`src/rtl/gpio_v2_if.sv`:
```
// gpio_v2 local bus interface.
// Master drives select/address/write strobes, slave returns registered read data.
interface gpio_v2_if #(
  parameter int XLEN   = 32,
  parameter int AWIDTH = 32
);
  logic              sel;
  logic [AWIDTH-1:0] addr;
  logic [2:0]        we;
  logic [XLEN-1:0]   wdata;
  logic [XLEN-1:0]   rdata;

  modport master (
    output sel, addr, we, wdata,
    input  rdata
  );

  modport slave (
    input  sel, addr, we, wdata,
    output rdata
  );
endinterface

```
`src/rtl/gpio_v2.sv`:
```
// gpio_v2: per-pin direction GPIO with synchroniser, prescaled glitch filter
// and sticky W1C edge interrupts collapsed onto one registered irq line.
module gpio_v2 #(
  parameter int NPIN      = 16,
  parameter int FLT_DEPTH = 3,
  parameter int XLEN      = 32,
  parameter int AWIDTH    = 32
) (
  input  logic            clk,
  input  logic            rst,
  input  logic [NPIN-1:0] gpio_pin_in,
  output logic [NPIN-1:0] gpio_pin_out,
  output logic [NPIN-1:0] gpio_pin_oe,
  output logic            irq,
  gpio_v2_if.slave        bus
);

  logic [NPIN-1:0]      s1, s2;
  logic [NPIN-1:0]      in_flt, in_prev, flt_nxt;
  logic [NPIN-1:0]      rise_en, fall_en, stat;
  logic [NPIN-1:0]      edge_set, stat_clr;
  logic [FLT_DEPTH-1:0] hist [NPIN];
  logic [7:0]           presc, cnt;
  logic                 flt_en, tick;
  logic [XLEN-1:0]      lane, wdm, rd;
  logic [NPIN-1:0]      wm, wd;
  logic [8:0]           cfg_new;
  logic [2:0]           ra;
  logic                 wr;
  logic                 unused_bits;

  assign unused_bits = ^{bus.addr, bus.wdata, lane, wdm};

  always_comb begin
    case (bus.we)
      3'b001:  lane = XLEN'(8'hff);
      3'b010:  lane = XLEN'(16'hffff);
      3'b100:  lane = '1;
      default: lane = '0;
    endcase
  end

  assign ra  = bus.addr[4:2];
  assign wr  = bus.sel && (lane != '0);
  assign wdm = bus.wdata & lane;
  assign wm  = lane[NPIN-1:0];
  assign wd  = wdm[NPIN-1:0];

  assign cfg_new = ({flt_en, presc} & ~lane[8:0]) | wdm[8:0];

  assign tick = (cnt == presc);

  // Filtered state only moves once the whole tick history agrees.
  always_comb begin
    flt_nxt = in_flt;
    for (int i = 0; i < NPIN; i++) begin
      if (!flt_en)
        flt_nxt[i] = s2[i];
      else if (&hist[i])
        flt_nxt[i] = 1'b1;
      else if (~|hist[i])
        flt_nxt[i] = 1'b0;
    end
  end

  assign edge_set = (in_flt & ~in_prev & rise_en)
                  | (~in_flt & in_prev & fall_en);

  assign stat_clr = (wr && ra == 3'd6) ? (wd & wm) : '0;

  always_comb begin
    rd = '0;
    case (ra)
      3'd0:    rd[NPIN-1:0] = in_flt;
      3'd1:    rd[NPIN-1:0] = gpio_pin_out;
      3'd2:    rd[NPIN-1:0] = gpio_pin_oe;
      3'd3:    rd[8:0]      = {flt_en, presc};
      3'd4:    rd[NPIN-1:0] = rise_en;
      3'd5:    rd[NPIN-1:0] = fall_en;
      3'd6:    rd[NPIN-1:0] = stat;
      default: rd = '0;
    endcase
  end

  always_ff @(posedge clk) begin
    if (rst) begin
      s1           <= '0;
      s2           <= '0;
      in_flt       <= '0;
      in_prev      <= '0;
      rise_en      <= '0;
      fall_en      <= '0;
      stat         <= '0;
      presc        <= '0;
      flt_en       <= 1'b0;
      cnt          <= '0;
      gpio_pin_out <= '0;
      gpio_pin_oe  <= '0;
      irq          <= 1'b0;
      bus.rdata    <= '0;
      for (int i = 0; i < NPIN; i++)
        hist[i] <= '0;
    end else begin
      s1      <= gpio_pin_in;
      s2      <= s1;
      in_flt  <= flt_nxt;
      in_prev <= in_flt;
      // Set beats a same-cycle clear so no edge is lost.
      stat    <= (stat & ~stat_clr) | edge_set;
      irq     <= |stat;

      if (tick)
        for (int i = 0; i < NPIN; i++)
          hist[i] <= {hist[i][FLT_DEPTH-2:0], s2[i]};

      if (wr && ra == 3'd3)
        cnt <= '0;
      else if (tick)
        cnt <= '0;
      else
        cnt <= cnt + 8'd1;

      if (wr) begin
        case (ra)
          3'd1: gpio_pin_out <= (gpio_pin_out & ~wm) | wd;
          3'd2: gpio_pin_oe  <= (gpio_pin_oe & ~wm) | wd;
          3'd3: {flt_en, presc} <= cfg_new;
          3'd4: rise_en <= (rise_en & ~wm) | wd;
          3'd5: fall_en <= (fall_en & ~wm) | wd;
          default: ;
        endcase
      end

      bus.rdata <= bus.sel ? rd : '0;
    end
  end

endmodule

```
`src/flat_wrapper.sv`:
```
// flat-port wrapper written by rule: the top's interface ports become plain ports
module gpio_v2_flat 
#(
  parameter int NPIN      = 16,
  parameter int FLT_DEPTH = 3,
  parameter int XLEN      = 32,
  parameter int AWIDTH    = 32
)
  (clk, rst, gpio_pin_in, gpio_pin_out, gpio_pin_oe, irq, bus_sel, bus_addr, bus_we, bus_wdata, bus_rdata);
  gpio_v2_if #(.XLEN(XLEN), .AWIDTH(AWIDTH)) bus_i ();
  input  logic clk;
  input  logic rst;
  input  logic [NPIN-1:0] gpio_pin_in;
  output logic [NPIN-1:0] gpio_pin_out;
  output logic [NPIN-1:0] gpio_pin_oe;
  output logic irq;
  input wire logic [$bits(bus_i.sel)-1:0] bus_sel;
  input wire logic [$bits(bus_i.addr)-1:0] bus_addr;
  input wire logic [$bits(bus_i.we)-1:0] bus_we;
  input wire logic [$bits(bus_i.wdata)-1:0] bus_wdata;
  output wire logic [$bits(bus_i.rdata)-1:0] bus_rdata;
  assign bus_i.sel = bus_sel;
  assign bus_i.addr = bus_addr;
  assign bus_i.we = bus_we;
  assign bus_i.wdata = bus_wdata;
  assign bus_rdata = bus_i.rdata;
  gpio_v2 #(.NPIN(NPIN), .FLT_DEPTH(FLT_DEPTH), .XLEN(XLEN), .AWIDTH(AWIDTH)) u_core (.clk(clk), .rst(rst), .gpio_pin_in(gpio_pin_in), .gpio_pin_out(gpio_pin_out), .gpio_pin_oe(gpio_pin_oe), .irq(irq), .bus(bus_i));
endmodule
```
`config.mk`:
```
export PLATFORM = sky130hd
export DESIGN_NAME = gpio_v2_flat
export DESIGN_NICKNAME = d
export VERILOG_FILES = /design/src/rtl/gpio_v2_if.sv /design/src/rtl/gpio_v2.sv /design/src/flat_wrapper.sv
export SDC_FILE = /design/constraint.sdc
export NUM_CORES = 1
export LEC_CHECK = 0
export ABC_AREA = 1
export CAP_MARGIN = 15
export CORE_ASPECT_RATIO = 1.25
export CORE_MARGIN = 5
export CORE_UTILIZATION = 35
export DETAILED_ROUTE_END_ITERATION = 12
export PLACE_DENSITY_LB_ADDON = 0.3
export REMOVE_ABC_BUFFERS = 1
export SYNTH_ARGS = -nofsm -noshare
export SYNTH_HDL_FRONTEND = slang
export SYNTH_SLANG_ARGS = --single-unit
```
`constraint.sdc`:
```
create_clock -name clk -period 2.69 [get_ports clk]
set_input_delay 0.4035 -clock clk [delete_from_list [all_inputs] [get_ports clk]]
set_output_delay 0.4035 -clock clk [all_outputs]
set_load 0.1 [all_outputs]
```
==> tab_implementation.tex <==
% Generated from flow reports
\begin{tabular}{lr}
\hline
Metric & Value \\
\hline
\multicolumn{2}{l}{\textbf{Run status}} \\
\quad Outcome & finished, final reports clean \\
\multicolumn{2}{l}{\textbf{Clock tree}} \\
\quad Clock tree from TritonCTS & built \\
\quad Number of clock sinks & about 230 \\
\quad TritonCTS Buffers & 23 \\
\quad Post-CTS clock slew at the launch and capture registers of the worst setup and hold paths & about 0.07 ns \\
\quad Post-CTS Setup Repair Bufs & 0 \\
\quad Htree depth & 1 \\
\quad Largest buffer count on any clock path & 3 \\
\quad Clk Tree Root Cell & sky130\_fd\_sc\_hd\_\_clkbuf\_16 \\
\quad Post\_cts resized & 0 \\
\quad Hold-fix buffers, CTS & 0 \\
\quad Insertion Delay late pin & 0.51 ns \\
\multicolumn{2}{l}{\textbf{Timing}} \\
\quad Remaining max-slew budget at the tightest pin & 0.366 \\
\quad Transition time at the pin with the least slew margin & $\sim$0.95 ns \\
\quad Clock period minus final worst setup slack & 1.86 ns \\
\quad Max Clock Skew & $\sim$0.017 ns \\
\quad Unrepaired setup endpoints after global routing & false \\
\quad Period Utilization, post-route & 0.691 \\
\quad F\_max & $\sim$0.54 GHz \\
\quad Max Transition Viols Final & 0 \\
\quad Summed negative setup slack over all endpoints & 0 ns \\
\quad Final Hold Violating Endpoints & 0 \\
\quad Total of endpoints with negative setup slack in the final report & 0 \\
\multicolumn{2}{l}{\textbf{Synthesis}} \\
\quad Most frequent cell after synthesis & sky130\_fd\_sc\_hd\_\_nor2\_1 \\
\quad Post-synthesis async set-or-reset flop share & 0 \\
\quad Mapped Cells & around 1200 \\
\quad Count of state elements after synthesis & $\sim$230 \\
\quad Dominant flop cell & sky130\_fd\_sc\_hd\_\_dfxtp\_1 \\
\quad Mean Syn Cell Area & 8.17 µm² \\
\quad Post-synth design cell area & 9490 µm² \\
\quad Count of library flops with an enable pin & 48 \\
\quad Main area contributors after synthesis & sky130\_fd\_sc\_hd\_\_dfxtp\_1, sky130\_fd\_sc\_hd\_\_edfxtp\_1, sky130\_fd\_sc\_hd\_\_nor2\_1 \\
\quad Chip Area, Yosys & $\sim$9500 µm² \\
\quad Top post-synthesis cells by count & sky130\_fd\_sc\_hd\_\_nor2\_1, sky130\_fd\_sc\_hd\_\_inv\_1, sky130\_fd\_sc\_hd\_\_dfxtp\_1, sky130\_fd\_sc\_hd\_\_nand2\_1, sky130\_fd\_sc\_hd\_\_o21ai\_0 \\
\quad Yosys cell types & 36 \\
\quad Sequential fraction of the synthesis area & 0.527 \\
\quad Count of yosys warnings during synthesis & 0 \\
\quad Post-synth top area share & 0.375 \\
\quad Cell taking the most area after synthesis & sky130\_fd\_sc\_hd\_\_dfxtp\_1 \\
\quad Count of instantiated cells in the yosys netlist & around 1200 \\
\multicolumn{2}{l}{\textbf{GRT}} \\
\quad Global-route wire length before repair & between 30 and 40 mm \\
\quad Number of antenna violations at the first check in global routing & 2 \\
\quad Largest net degree at the start of global routing & slightly below 90 \\
\quad Residual overflow from global routing & 0 \\
\quad Number of global-route vias before repair & 7236 \\
\multicolumn{2}{l}{\textbf{Worst setup path}} \\
\quad Cell count of the worst reg-to-reg path & 6 \\
\quad R2r startpoint & u\_core.cnt[2] \\
\quad Worst reg2reg setup slack & roughly 0.85 ns \\
\quad Type of the worst setup path & primary input to flop \\
\quad Critical path data required time & 3.06 ns \\
\quad Critical Path End Type & flop \\
\quad Worst reg2reg path endpoint & u\_core.hist[0][9] \\
\quad Largest fanout on the critical path & 16 \\
\quad Slowest cell on crit path & sky130\_fd\_sc\_hd\_\_clkdlybuf4s50\_1 \\
\quad Ordered cell list for the critical path & clkdlybuf4s50\_1, inv\_1, nand3\_4, inv\_4, nand4\_4, o21ai\_0, nor2\_1 \\
\quad Critical path startpoint category & primary input \\
\quad Worst path max stage delay & about 0.57 ns \\
\quad CP Data Arrival Time & 2.22 ns \\
\quad Critical path launch point & bus\_addr[3] \\
\multicolumn{2}{l}{\textbf{Cells and area}} \\
\quad Area delta synth->final & 18.6\% \\
\quad Finished layout cell area & about 11000 µm² \\
\quad Count of filler cells inserted in the layout & between 2000 and 3000 \\
\quad Fraction of final layout cells with drive strength greater than 1 & 0.106 \\
\quad Antenna fix cells & 0 \\
\quad Count of nets after finishing & 1335 \\
\multicolumn{2}{l}{\textbf{Placed design}} \\
\quad Post-DP HPWL & around 16 mm \\
\quad RD Place Congestion & slightly above 0.8 \\
\quad Placement Cell Area & $\sim$11000 µm² \\
\multicolumn{2}{l}{\textbf{Job}} \\
\quad Number of warnings in the stage logs & roughly 70 \\
\quad Max Cap Violations & 0 \\
\multicolumn{2}{l}{\textbf{Floorplan}} \\
\quad Die area & between 30000 and 40000 µm² \\
\quad Die H & around 190 µm \\
\quad Initial Util & 0.354 \\
\quad Chip Width & around 160 µm \\
\quad Area of the placeable core & $\sim$27000 µm² \\
\quad Placement Rows & 67 \\
\multicolumn{2}{l}{\textbf{Drt}} \\
\quad DRC & 0 \\
\quad ANT nets after route & 0 \\
\quad Drt via density & $\sim$4.7 \\
\quad Initial DRC Count & a little under 600 \\
\quad Drt pass-1 iters & 7 \\
\multicolumn{2}{l}{\textbf{Power}} \\
\quad Largest vdd supply drop & roughly 360 µV \\
\quad Power in sequential cells & 0.00381 W \\
\quad Comb group & between 0.0007 and 0.0008 W \\
\quad Switching part of the total power & 0.256 \\
\quad Switching power summed over all nets & roughly 0.002 W \\
\quad Top power consumer group & sequential cells \\
\quad Combinational group share of total power & 0.101 \\
\quad Pwr dens & between 600 and 700 nW/µm² \\
\quad Sequential fraction of design power & 0.495 \\
\quad Internal cell power & about 0.0057 W \\
\quad Leak & between 4 and 5 nW \\
\quad Clock share of power & 0.404 \\
\multicolumn{2}{l}{\textbf{Min path}} \\
\quad Worst hold start & rst \\
\quad Instance count along the most critical hold path & 2 \\
\quad Endpoint with the worst hold slack & u\_core.s1[14] \\
\quad Type of the tightest min-delay check & primary input to flop \\
\hline
\end{tabular}
-- through the flow --
| step | hold WS [ns] | instances | total power (W) | setup slack (ns) |
|---|---|---|---|---|
| 3_3_place_gp | 0.391 | 1568 | 0.00465 | 0.327 |
| 5_1_grt | 0.0873 | 1609 | 0.00804 | 0.673 |
| 2_1_floorplan | 0.388 | 1113 | 0.00435 | 0.481 |
| 6_report | 0.0842 | 1609 | 0.00769 | 0.831 |
| 4_1_cts | 0.0711 | 1609 | 0.00780 | 0.816 |
| 3_5_place_dp | 0.395 | 1568 | 0.00466 | 0.288 |
-- layout make-up --
cell class,count,area [µm²],area share
clock buffer,28,614,0.0546
clock inverter,13,110,0.00978
inverter,200,753,0.0669
multi-input combinational,687,3400,0.302
sequential,226,5000,0.445
tap,345,432,0.0384
timing repair buffer,110,943,0.0838
-- critical path: cells and delay by family --
family                 cells  cell delay [ns]
and+or+nand+nor            3             0.56
AOI/OAI and AO/OA          1             0.26
buffers and inverters      3             0.99
-- layout by cell type (no fill, tap or decap), drive strengths merged, types with 10 or more instances in the layout --
master           n
inv            199
a21oi           51
o22ai           38
clkbuf          28
dfxtp          178
o21ai           81
nand2          142
a211oi          10
clkdlybuf4s50   38
nor3            25
nand4           30
clkinv          11
conb            16
buf             72
nor2           223
edfxtp          48
a31oi           18
nand3           33
-- routing by layer --
layer,up-vias,track usage,wire (µm)
li1,3879,-,-
met1,3434,0.195,10200
met2,201,0.257,11200
met3,44,0.0257,1340
met4,4,0.0446,534
met5,-,0,22
-- cell families after synthesis --
group | count (synthesis) | share of synthesized area
and+or+nand+nor | 455 | 0.220
buffers and inverters | 264 | 0.121
DFF | 226 | 0.527
AOI/OAI and AO/OA | 204 | 0.120
xor gates and xnor gates | 11 | 0.0101
adders and majority gates | 1 | 0.00132
other | 1 | 0.000395
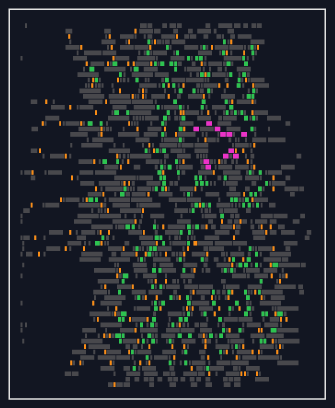
gate_families.png
Drawn at 2 px/µm.
[inverting AOI/OAI gates] green | cells: 204
[XOR/XNOR gates] magenta | cells: 11
[inverters] orange | cells: 200
number of standard cells in the layout, taps in and fillers out: 1609
combinational share of cell area: 0.302

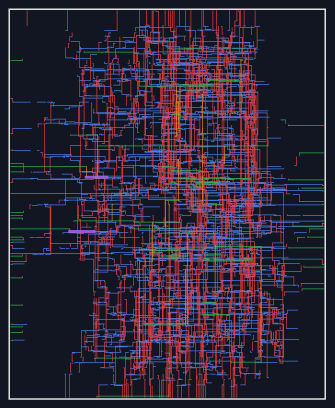
metal_stack.png
Drawn at 2 px/µm.
[met5] purple | wire length: 22.1 µm
[met4] orange | wire length: 534 µm
[met2] red | wire length: 11200 µm
[met1] blue | wire length: 10200 µm
[met3] green | wire length: 1340 µm
detailed-route via count: 7562
aggregate routed wire length: 23.3 mm
average wire per cell in the routed design: 14.5 µm
overall routing resource usage: 0.151

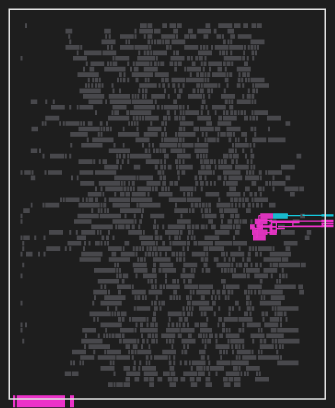
port_nets.png
Drawn at 2 px/µm.
[irq] cyan | bits: 1 | direction: output | end cells: 1 | buffers: 1 | wire: 17.6 µm
[bus_addr] magenta | bits: 32 | direction: input | end cells: 10 | buffers: 3 | wire: 150 µm
IO Port Bufs: 89
boundary pin count: 151

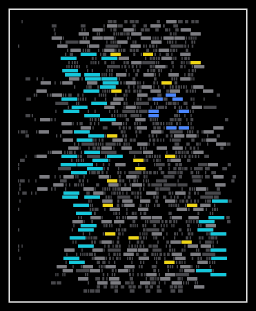
registers.png
Drawn at 1.5 px/µm. Other sequential cells in the stronger grey, the rest of the logic in the fainter grey.
[u_core.in_prev] yellow | sequential cells: 16
[u_core.hist] cyan | sequential cells: 48 | where: spread over the die
[u_core.cnt] blue | sequential cells: 8
post-layout util: 0.420
FF+latch area: 5000 µm²

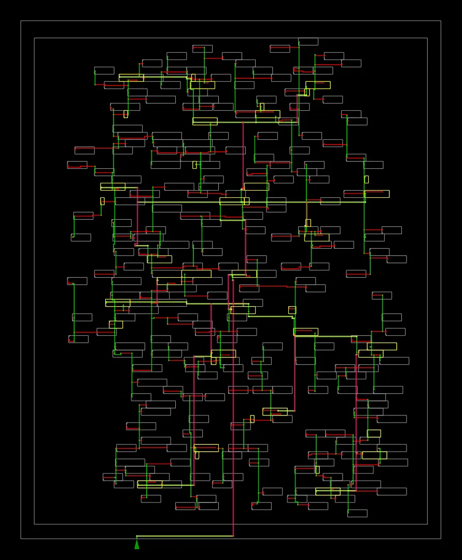
final_clocks.png
power attributed to the clock group: 0.00310 W
number of flip-flops and latches: 226

No activity file was given, so power comes from the tool's default toggle rates.
